--- src/rtl/pc_seq_pkg.sv ---
// Shared types and defaults for the PC next-index sequencer.
package pc_seq_pkg;

  localparam int unsigned PC_W       = 32;
  localparam int unsigned FLUSH_CNT_W = 4;

  localparam logic [PC_W-1:0] PC_RESET_VEC = 32'h0000_0000;
  localparam logic [PC_W-1:0] PC_EXC_VEC   = 32'h0000_0080;

  // Sequencer control states
  typedef enum logic [1:0] {
    BOOT      = 2'd0,
    RUN       = 2'd1,
    EXC_FLUSH = 2'd2
  } pc_seq_state_e;

endpackage

--- src/rtl/pc_sequencer_if.sv ---
// Bundle between control/hazard logic, the PC register and the sequencer.
//   master: drives pc_cur, stall, branch/jump/exception requests; observes results
//   slave : the sequencer, produces pc_next, flush, epc, busy
interface pc_sequencer_if #(
  parameter int unsigned SIZE = 32
);
  logic [SIZE-1:0] pc_cur;
  logic            stall;
  logic            br_taken;
  logic [SIZE-1:0] br_target;
  logic            jmp_valid;
  logic [SIZE-1:0] jmp_target;
  logic            exc_valid;
  logic [SIZE-1:0] pc_next;
  logic            flush;
  logic [SIZE-1:0] epc;
  logic            busy;

  modport master (
    output pc_cur, stall, br_taken, br_target, jmp_valid, jmp_target, exc_valid,
    input  pc_next, flush, epc, busy
  );

  modport slave (
    input  pc_cur, stall, br_taken, br_target, jmp_valid, jmp_target, exc_valid,
    output pc_next, flush, epc, busy
  );
endinterface

--- src/rtl/pc_redirect_mux.sv ---
// Combinational priority select of the next PC index.
//   in : state, pc_cur, stall, pending redirect, branch/jump/exception requests
//   out: pc_next_c
module pc_redirect_mux
  import pc_seq_pkg::*;
#(
  parameter int unsigned     SIZE      = 32,
  parameter logic [SIZE-1:0] RESET_VEC = SIZE'(PC_RESET_VEC),
  parameter logic [SIZE-1:0] EXC_VEC   = SIZE'(PC_EXC_VEC)
) (
  input  pc_seq_state_e   state,
  input  logic [SIZE-1:0] pc_cur,
  input  logic            stall,
  input  logic            pending_valid,
  input  logic [SIZE-1:0] pending_addr,
  input  logic            br_taken,
  input  logic [SIZE-1:0] br_target,
  input  logic            jmp_valid,
  input  logic [SIZE-1:0] jmp_target,
  input  logic            exc_valid,
  output logic [SIZE-1:0] pc_next_c
);

  logic [SIZE-1:0] pc_seq;

  assign pc_seq = pc_cur + SIZE'(4);

  // Exception > stall > parked redirect > jump > branch > sequential
  always_comb begin
    pc_next_c = RESET_VEC;
    case (state)
      BOOT: pc_next_c = RESET_VEC;
      RUN: begin
        if (exc_valid)          pc_next_c = EXC_VEC;
        else if (stall)         pc_next_c = pc_cur;
        else if (pending_valid) pc_next_c = pending_addr;
        else if (jmp_valid)     pc_next_c = jmp_target;
        else if (br_taken)      pc_next_c = br_target;
        else                    pc_next_c = pc_seq;
      end
      EXC_FLUSH: begin
        if (exc_valid)  pc_next_c = EXC_VEC;
        else if (stall) pc_next_c = pc_cur;
        else            pc_next_c = pc_seq;
      end
      default: pc_next_c = RESET_VEC;
    endcase
  end

endmodule

--- src/rtl/pc_sequencer.sv ---
// Next-index controller for the PC register: boot sequencing, redirect
// arbitration, stall hold with parked redirect, exception flush and epc capture.
//   clk, rst (async, active-low)
//   bus.slave: pc_cur/stall/br/jmp/exc in; pc_next/flush/epc/busy out
module pc_sequencer
  import pc_seq_pkg::*;
#(
  parameter int unsigned     SIZE         = 32,
  parameter logic [SIZE-1:0] RESET_VEC    = SIZE'(PC_RESET_VEC),
  parameter logic [SIZE-1:0] EXC_VEC      = SIZE'(PC_EXC_VEC),
  parameter int unsigned     FLUSH_CYCLES = 3
) (
  input  logic           clk,
  input  logic           rst,
  pc_sequencer_if.slave  bus
);

  localparam int unsigned CNT_W = FLUSH_CNT_W;

  pc_seq_state_e   state_q, state_d;
  logic [CNT_W-1:0] cnt_q, cnt_d;
  logic            pend_valid_q, pend_valid_d;
  logic [SIZE-1:0] pend_addr_q, pend_addr_d;
  logic [SIZE-1:0] epc_q, epc_d;
  logic            flush_q, flush_d;
  logic            busy_q, busy_d;
  logic [SIZE-1:0] pc_next_c;

  pc_redirect_mux #(
    .SIZE      (SIZE),
    .RESET_VEC (RESET_VEC),
    .EXC_VEC   (EXC_VEC)
  ) u_mux (
    .state         (state_q),
    .pc_cur        (bus.pc_cur),
    .stall         (bus.stall),
    .pending_valid (pend_valid_q),
    .pending_addr  (pend_addr_q),
    .br_taken      (bus.br_taken),
    .br_target     (bus.br_target),
    .jmp_valid     (bus.jmp_valid),
    .jmp_target    (bus.jmp_target),
    .exc_valid     (bus.exc_valid),
    .pc_next_c     (pc_next_c)
  );

  // State register and sequencing storage
  always_ff @(posedge clk or negedge rst) begin
    if (!rst) begin
      state_q      <= BOOT;
      cnt_q        <= '0;
      pend_valid_q <= 1'b0;
      pend_addr_q  <= '0;
      epc_q        <= '0;
      flush_q      <= 1'b0;
      busy_q       <= 1'b1;
    end else begin
      state_q      <= state_d;
      cnt_q        <= cnt_d;
      pend_valid_q <= pend_valid_d;
      pend_addr_q  <= pend_addr_d;
      epc_q        <= epc_d;
      flush_q      <= flush_d;
      busy_q       <= busy_d;
    end
  end

  // Next-state, flush counter, parked redirect and epc capture
  always_comb begin
    state_d      = state_q;
    cnt_d        = cnt_q;
    pend_valid_d = pend_valid_q;
    pend_addr_d  = pend_addr_q;
    epc_d        = epc_q;

    case (state_q)
      BOOT: state_d = RUN;

      RUN: begin
        if (bus.exc_valid) begin
          epc_d        = bus.pc_cur;
          cnt_d        = CNT_W'(FLUSH_CYCLES);
          pend_valid_d = 1'b0;
          pend_addr_d  = '0;
          state_d      = EXC_FLUSH;
        end else if (bus.stall) begin
          // Newest redirect wins; jump beats branch within a cycle
          if (bus.jmp_valid) begin
            pend_valid_d = 1'b1;
            pend_addr_d  = bus.jmp_target;
          end else if (bus.br_taken) begin
            pend_valid_d = 1'b1;
            pend_addr_d  = bus.br_target;
          end
        end else if (pend_valid_q) begin
          pend_valid_d = 1'b0;
        end
      end

      EXC_FLUSH: begin
        if (bus.exc_valid) begin
          epc_d = bus.pc_cur;
          cnt_d = CNT_W'(FLUSH_CYCLES);
        end else if (!bus.stall) begin
          if (cnt_q <= CNT_W'(1)) state_d = RUN;
          else                    cnt_d   = cnt_q - CNT_W'(1);
        end
      end

      default: state_d = BOOT;
    endcase
  end

  // Status outputs follow the upcoming state so they are registered
  always_comb begin
    flush_d = (state_d == EXC_FLUSH);
    busy_d  = (state_d != RUN);
  end

  assign bus.pc_next = pc_next_c;
  assign bus.flush   = flush_q;
  assign bus.busy    = busy_q;
  assign bus.epc     = epc_q;

endmodule

--- src/flat_wrapper.sv ---
// flat-port wrapper written by rule: the top's interface ports become plain ports
module pc_sequencer_flat import pc_seq_pkg::*;
#(
  parameter int unsigned     SIZE         = 32,
  parameter logic [SIZE-1:0] RESET_VEC    = SIZE'(PC_RESET_VEC),
  parameter logic [SIZE-1:0] EXC_VEC      = SIZE'(PC_EXC_VEC),
  parameter int unsigned     FLUSH_CYCLES = 3
)
  (clk, rst, bus_pc_cur, bus_stall, bus_br_taken, bus_br_target, bus_jmp_valid, bus_jmp_target, bus_exc_valid, bus_pc_next, bus_flush, bus_epc, bus_busy);
  pc_sequencer_if #(.SIZE(SIZE)) bus_i ();
  input  logic clk;
  input  logic rst;
  input wire logic [$bits(bus_i.pc_cur)-1:0] bus_pc_cur;
  input wire logic [$bits(bus_i.stall)-1:0] bus_stall;
  input wire logic [$bits(bus_i.br_taken)-1:0] bus_br_taken;
  input wire logic [$bits(bus_i.br_target)-1:0] bus_br_target;
  input wire logic [$bits(bus_i.jmp_valid)-1:0] bus_jmp_valid;
  input wire logic [$bits(bus_i.jmp_target)-1:0] bus_jmp_target;
  input wire logic [$bits(bus_i.exc_valid)-1:0] bus_exc_valid;
  output wire logic [$bits(bus_i.pc_next)-1:0] bus_pc_next;
  output wire logic [$bits(bus_i.flush)-1:0] bus_flush;
  output wire logic [$bits(bus_i.epc)-1:0] bus_epc;
  output wire logic [$bits(bus_i.busy)-1:0] bus_busy;
  assign bus_i.pc_cur = bus_pc_cur;
  assign bus_i.stall = bus_stall;
  assign bus_i.br_taken = bus_br_taken;
  assign bus_i.br_target = bus_br_target;
  assign bus_i.jmp_valid = bus_jmp_valid;
  assign bus_i.jmp_target = bus_jmp_target;
  assign bus_i.exc_valid = bus_exc_valid;
  assign bus_pc_next = bus_i.pc_next;
  assign bus_flush = bus_i.flush;
  assign bus_epc = bus_i.epc;
  assign bus_busy = bus_i.busy;
  pc_sequencer #(.SIZE(SIZE), .RESET_VEC(RESET_VEC), .EXC_VEC(EXC_VEC), .FLUSH_CYCLES(FLUSH_CYCLES)) u_core (.clk(clk), .rst(rst), .bus(bus_i));
endmodule
--- config.mk ---
export PLATFORM = sky130hd
export DESIGN_NAME = pc_sequencer_flat
export DESIGN_NICKNAME = d
export VERILOG_FILES = /design/src/rtl/pc_seq_pkg.sv /design/src/rtl/pc_sequencer_if.sv /design/src/rtl/pc_redirect_mux.sv /design/src/rtl/pc_sequencer.sv /design/src/flat_wrapper.sv
export SDC_FILE = /design/constraint.sdc
export NUM_CORES = 1
export LEC_CHECK = 0
export ABC_AREA = 1
export CAP_MARGIN = 20
export CORE_MARGIN = 4
export CORE_UTILIZATION = 45
export CTS_BUF_LIST = sky130_fd_sc_hd__clkbuf_4 sky130_fd_sc_hd__clkbuf_8 sky130_fd_sc_hd__clkbuf_16
export CTS_CLUSTER_DIAMETER = 30
export CTS_CLUSTER_SIZE = 8
export DETAILED_ROUTE_END_ITERATION = 16
export PLACE_DENSITY = 0.79
export REMOVE_ABC_BUFFERS = 1
export SETUP_SLACK_MARGIN = 0.1
export SLEW_MARGIN = 20
export SYNTH_ARGS = -nofsm -noshare
export SYNTH_HDL_FRONTEND = slang
export SYNTH_SLANG_ARGS = --single-unit
--- constraint.sdc ---
create_clock -name clk -period 1.75 [get_ports clk]
set_input_delay 0.175 -clock clk [delete_from_list [all_inputs] [get_ports clk]]
set_output_delay 0.175 -clock clk [all_outputs]
set_load 0.005 [all_outputs]
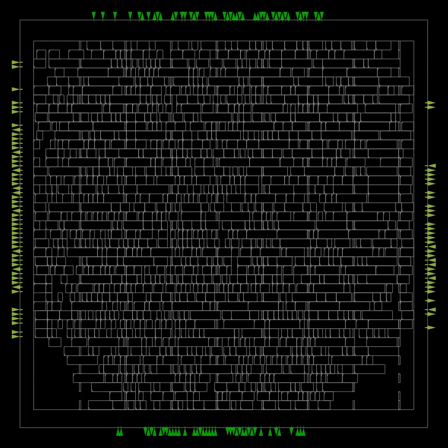
Run 1: placement view
FFs & Latches: 73
Core Region: 0.0128 mm²
FP Rows: 41
Tapcells: 172
Fillers: 788

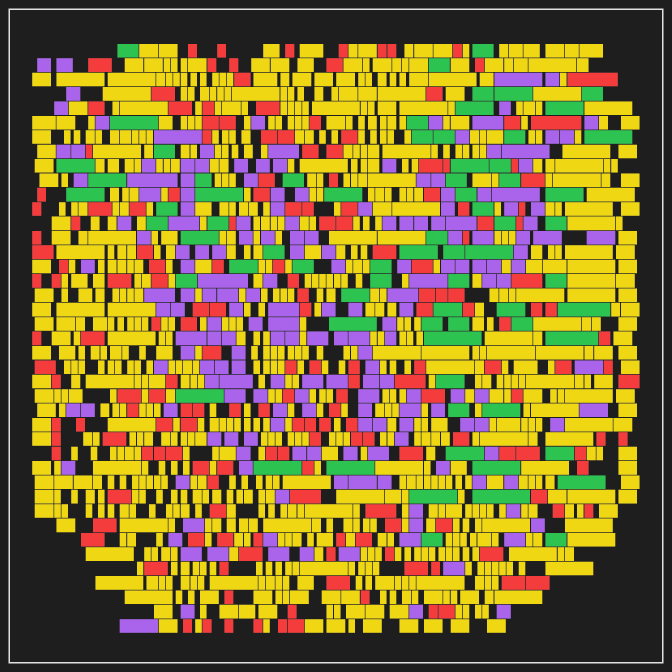
Run 1: sizing map
size	color	cells	most used
drive 1 or less	yellow	881	nand2_1
drive 6 and up	green	71	buf_6
drive 3 to 4	purple	193	buf_4
drive 2	red	184	a21oi_2
post-route cell area: 0.0105 mm²
Buffers excl. clock: 367

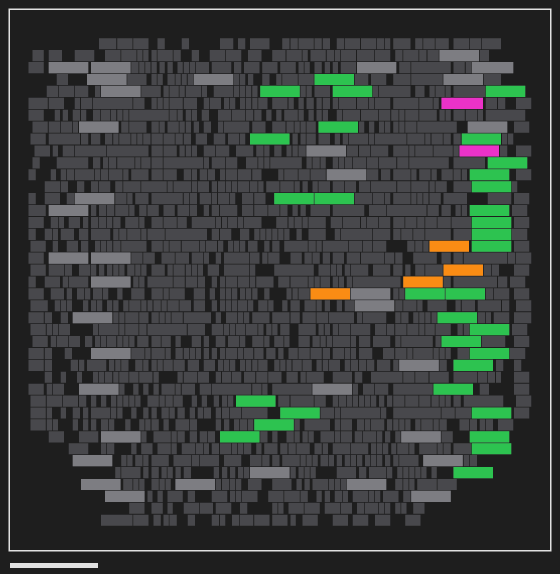
Run 1: sequential cells colored by netlist name
Scale bar: 20 µm.
netlist name	color	placed flops
`u_core.cnt_q`	orange	4
`u_core.state_q`	magenta	2
`u_core.bus.epc`	green	32
final core occ: 82.0%
sequential share of cell area: 17.4%
sequential power: 2940 µW
register area: 0.00183 mm²

==> run 1: layer usage <==
layer	track usage (%)	up-vias	share of wire [%]
li1	-	3823	-
met1	43.2	4029	35
met2	55.5	716	47
met3	8.10	209	12
met4	14.7	4	6.1
met5	0	-	0.091
==> run 1: repair_timing <==
action,in CTS,in global routing
hold buffers,1,0
gates cloned,4,2
setup endpoints to repair,99,103
resized,329,172
endpoints found under the hold margin,30,0
buffers inserted,27,16
pin swaps,45,48
==> run 1: state kept, by name, summed over array words and instances, names as in the netlist <==
name,flops
u_core.bus.epc,32
u_core.pend_addr_q,32
u_core.cnt_q,4
u_core.state_q,2
u_core.bus.busy,1
u_core.bus.flush,1
u_core.pend_valid_q,1
==> run summary, run 1 <==
impl run done, here's what came out: status=complete, but fails checks, failing checks=negative setup slack, Final Max Tran Viols=0, comb. cell area=0.00432 mm², nets=1433, Multi-Input Combinational=~760, worst hold path type=primary input to register, maximum vdd drop=630 µV, Final clock-cell share=~3.1%, number of global-route vias before repair=between 7000 and 8000, sequential power share=21.6%, CP endpoint=bus_pc_next[26], Top Consumer=combinational cells, CTS tree=built, FP Core Util=a little under half, worst setup margin=-0.549 ns, Remaining Overflow, GRT=0, WHS=just over 0.2 ns, chip area=~0.015 mm², largest class=combinational gates, first drt pass iteration count=6, Synth top cell by count=nand2_1, cell-internal power=7910 µW, Non-clock buffering overhead=31.9%, most frequent cells in the layout=355 x nand2_1, 142 x buf_4, 105 x inv_1, number of clock sinks=around 73, GRT Util Overall=between 30% and 40%, Mapped Cells=1000, and+or+nand+nor area frac=between 30 and 40%, buffer and inverter count on the worst path=6, gp weighted congestion=~1.1, share of layout cells above drive strength 1=between 30 and 40%, crit path cell chain=inv_2 -> ha_4 -> inv_2 -> nor2_2 -> buf_6 -> inv_4 -> buf_6 -> a21oi_2 -> o21ai_2 -> a21oi_4 -> buf_2, Power Dens Cells=1290 mW/mm², xor/xnor share=2.20%, Critical-path top delay cell=dfrtp_1, inverter count=between 100 and 150, number of I/O port buffers=167, f_max=435 MHz, combinational power share=62.8%, Net Sw Frac=41.8%, clk_buf instances=10, Latency at later pin=around 0.36 ns, yosys stat chip area=between 0.005 and 0.006 mm², first-pass GRT wire length=between 40000 and 50000 µm, logic share of the area=about two fifths, clk_skew=0.00850 ns, crit path max fanout=5, reg-to-reg slack, setup=-0.48 ns, RSZ-0062 raised after global routing=true, largest stage delay on the critical path=0.43 ns, initial antenna violation count=3, total power=13600 µW, fin crit period=2.30 ns, H-tree lvl count=3, Area leader share=30.1%, largest area contributor in the synthesized netlist=dfrtp_1, fa+ha+maj area frac=roughly 1.5%, Setup violations, final=between 90 and 100, reg2reg end=u_core.cnt_q[2]
Run 1, wiring heat map:
The die is cut into 25 by 25 equal tiles; dark blue is low, red is high, scaled to the fullest tile. Values are wire area over tile area, all layers added.
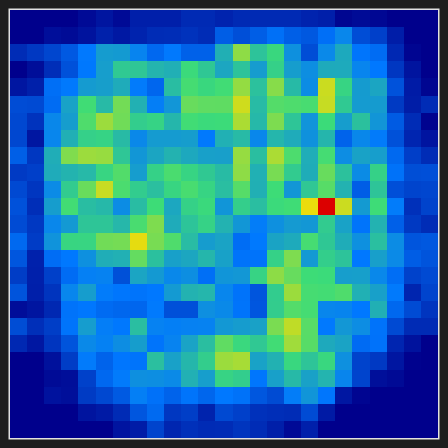

## Run 2: what changed since run 1
--- a/config.mk
+++ b/config.mk
@@ -13,10 +13,11 @@
 export CTS_CLUSTER_DIAMETER = 30
 export CTS_CLUSTER_SIZE = 8
 export DETAILED_ROUTE_END_ITERATION = 16
-export PLACE_DENSITY = 0.79
+export PLACE_DENSITY = 0.78
 export REMOVE_ABC_BUFFERS = 1
 export SETUP_SLACK_MARGIN = 0.1
 export SLEW_MARGIN = 20
 export SYNTH_ARGS = -nofsm -noshare
 export SYNTH_HDL_FRONTEND = slang
+export SYNTH_HIERARCHICAL = 1
 export SYNTH_SLANG_ARGS = --single-unit
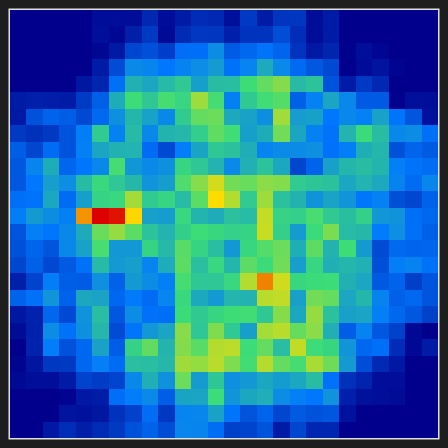
Run 2: wiring heat map
The die is cut into 26 by 26 equal tiles; dark blue is low, red is high, scaled to the fullest tile. Values are wire area over tile area, all layers added.
nearly empty tiles	12%
tiles over half the peak	13%
densest ninth of the die	center
mean over tiles	0.27
Vias: 8124
DRT Wirelength: 25900 µm
routed len/inst: 18.1 µm
GRT Util Overall: 30.4%

==> run summary, run 2 <==
impl run done, here's what came out: Area leader share=around 28%, met2 routed WL=12000 µm, first-pass GRT wire length=around 39000 µm, post-route cell area=just under 0.01 mm², worst setup margin=-0.273 ns, FP Rows=between 40 and 50, Fillers=1054, met3 GRT Util=under 10%, highest metal used=met5, Metal-1 WL=10100 µm, FP Core Util=46.1%, yosys stat chip area=0.00643 mm², first drt pass iteration count=6, sequential power share=between 20% and 30%, total power=~12000 µW, buffer and inverter count on the worst path=4, chip area=around 0.016 mm², Latency at later pin=approximately 0.36 ns, Multi-Input Combinational=roughly 820, post_cts resized=336, worst hold path type=primary input to register, Critical-path top delay cell=dfrtp_1, largest area contributor in the synthesized netlist=dfrtp_1, share of layout cells above drive strength 1=between 20 and 30%, Setup violations, final=32, number of I/O port buffers=167, crit path max fanout=5, Final Max Tran Viols=0, FFs & Latches=between 70 and 80, most frequent cells in the layout=290 x nand2_1, 153 x nor2_1, 102 x clkdlybuf4s50_1, and+or+nand+nor area frac=between 30% and 40%, fin crit period=approximately 2.0 ns, H-tree lvl count=3, met1 Use GR=about two fifths, CTS tree=built, logic share of the area=a little under half, nets=~1400, Synth top cell by count=nand2_1, f_max=494 MHz, failing checks=negative setup slack, clk_skew=0.00900 ns, inverter count=roughly 50, sequential share of cell area=between 10% and 20%, # hold bufs at CTS=1, GR peak layer=met2, largest class=combinational gates, comb. cell area=0.00459 mm², Non-clock buffering overhead=between 20 and 30%, status=complete, but fails checks, initial antenna violation count=1, Mapped Cells=996, DR WL met3=about 2900 µm
==> run 2: netlist changes by cell type after synthesis, moves of 13 or more <==
| cell | change |
|---|---|
| clkbuf_1 | -13 |
| o22ai_1 | -32 |
| o21ai_2 | +32 |
| mux2_2 | +27 |
| nor2_1 | +101 |
| inv_1 | -66 |
| nand2_1 | -78 |
| o21ai_0 | +19 |
==> run 2: how the worst min path moves through the flow <==
| stage | endpoint | slack (ns) |
|---|---|---|
| after floorplan | u_core/bus.epc[0] | -0.12 |
| after global placement | u_core/bus.epc[3] | 0.14 |
| after detailed placement | u_core/bus.epc[3] | 0.13 |
| after CTS | u_core/bus.epc[7] | 0.20 |
| after global routing | u_core/bus.epc[13] | 0.18 |
| final | u_core/bus.epc[5] | 0.17 |
## Run 3: what changed since run 2
--- a/config.mk
+++ b/config.mk
@@ -6,14 +6,14 @@
 export NUM_CORES = 1
 export LEC_CHECK = 0
 export ABC_AREA = 1
-export CAP_MARGIN = 20
+export CAP_MARGIN = 15
 export CORE_MARGIN = 4
 export CORE_UTILIZATION = 45
 export CTS_BUF_LIST = sky130_fd_sc_hd__clkbuf_4 sky130_fd_sc_hd__clkbuf_8 sky130_fd_sc_hd__clkbuf_16
 export CTS_CLUSTER_DIAMETER = 30
 export CTS_CLUSTER_SIZE = 8
 export DETAILED_ROUTE_END_ITERATION = 16
-export PLACE_DENSITY = 0.78
+export PLACE_DENSITY = 0.75
 export REMOVE_ABC_BUFFERS = 1
 export SETUP_SLACK_MARGIN = 0.1
 export SLEW_MARGIN = 20
==> constraint.sdc (replaced) <==
create_clock -name clk -period 2.4 [get_ports clk]
set_input_delay 0.24 -clock clk [delete_from_list [all_inputs] [get_ports clk]]
set_output_delay 0.24 -clock clk [all_outputs]
set_load 0.005 [all_outputs]
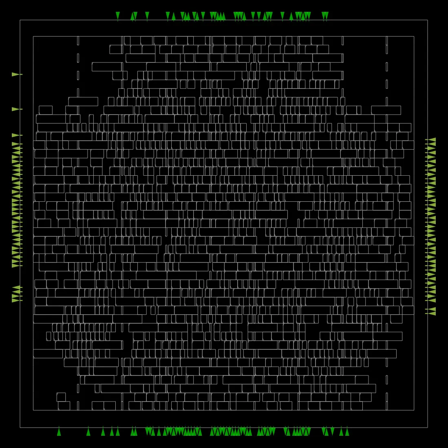
Run 3: placement view
post-route insts no fill: 1396
sequential share of cell area: 19.9%

==> run summary, run 3 <==
impl run done, here's what came out: share of layout cells above drive strength 1=a little under a quarter, reg-to-reg slack, setup=between 0.6 and 0.7 ns, post_cts resized=~120, Multi-Input Combinational=just over 800, most frequent cells in the layout=295 x nand2_1, 150 x nor2_1, 105 x clkdlybuf4s50_1, Buffers excl. clock=261, post-route cell area=approximately 0.0092 mm², xor/xnor share=less than 1%, gp weighted congestion=roughly 0.9, status=finished, final reports clean, Via density=around 5.5, clk_buf instances=13, Mapped Cells=about 1000, Latency at later pin=0.35 ns, FP Core Util=roughly 46%, FFs & Latches=~73, CTS tree=built, register area=0.00183 mm², CP endpoint=bus_pc_next[11], GRT Util Overall=roughly 28%, WHS=~0.22 ns, FP Rows=43, Net Sw Power=around 3000 µW, Vias=7622, first-pass GRT wire length=approximately 37000 µm, routed len/inst=16.8 µm, WHS Endpoint=u_core/bus.epc[6], final core occ=66.1%, inverter count=roughly 50, Power Dens Cells=840 mW/mm², number of I/O port buffers=about 170, and+or+nand+nor area frac=between 30 and 40%, clk_skew=approximately 0.0055 ns, maximum vdd drop=969 µV, largest area contributor in the synthesized netlist=dfrtp_1, sequential power share=a little over a quarter, Top Consumer=combinational cells, largest class=combinational gates, crit path max fanout=7, f_max=roughly 440 MHz, combinational power share=54.8%, Root Buffer=clkbuf_16, cell-internal power=4720 µW, Critical-path top delay cell=dfrtp_1, RSZ-0062 raised after global routing=true, crit path cell chain=inv_1 -> ha_2 -> nor2_4 -> buf_12 -> buf_6 -> o21ai_0 -> a21oi_1 -> clkdlybuf4s15_1, number of clock sinks=between 70 and 80, chip area=around 0.016 mm², Post-Syn Area per Cell=6.45 µm², yosys stat chip area=approximately 0.0064 mm², Core Region=about 0.014 mm², DRT Wirelength=approximately 23000 µm, first drt pass iteration count=5, Final Max Tran Viols=0, reg2reg end=u_core/bus.epc[21], Setup violations, final=0, Synth top cell by count=nand2_1, Tapcells=approximately 180, Setup TNS=0 ns, worst setup margin=about 0.11 ns, biggest area cells=dfrtp_1 28%, nand2_1 18%, nor2_1 10%, o21ai_0 7.2%, a21oi_1 6.5%, initial antenna violation count=2, buffer and inverter count on the worst path=4, worst-margin pin slew=0.480 ns, Area leader share=between 20% and 30%, postcts setup bufs=15, Non-clock buffering overhead=about 26%, number of global-route vias before repair=7279, logic share of the area=between 40 and 50%, fa+ha+maj area frac=1.75%, Remaining Overflow, GRT=0, sequential power=approximately 2100 µW
[run 3: cell types whose count changed in the layout (fill, tap and decap cells not counted), sizes merged]
cell           before  now
clkinvlp            1    0
dlymetal6s2s        2    3
clkdlybuf4s15       6    9
dlygate4sd2         7   17
clkdlybuf4s50     102  105
buf               170  102
diode               0    1
clkbuf             18   37
clkinv              6    4
[run 3: metal layers]
layer	GRT usage, %	up-vias	wire [µm]
met5	0	-	13
met3	6.40	56	2180
met1	37.0	3505	9650
met4	11.9	2	716
met2	45.6	401	10800
li1	-	3658	-
Power is estimated from default activity; no workload was simulated.
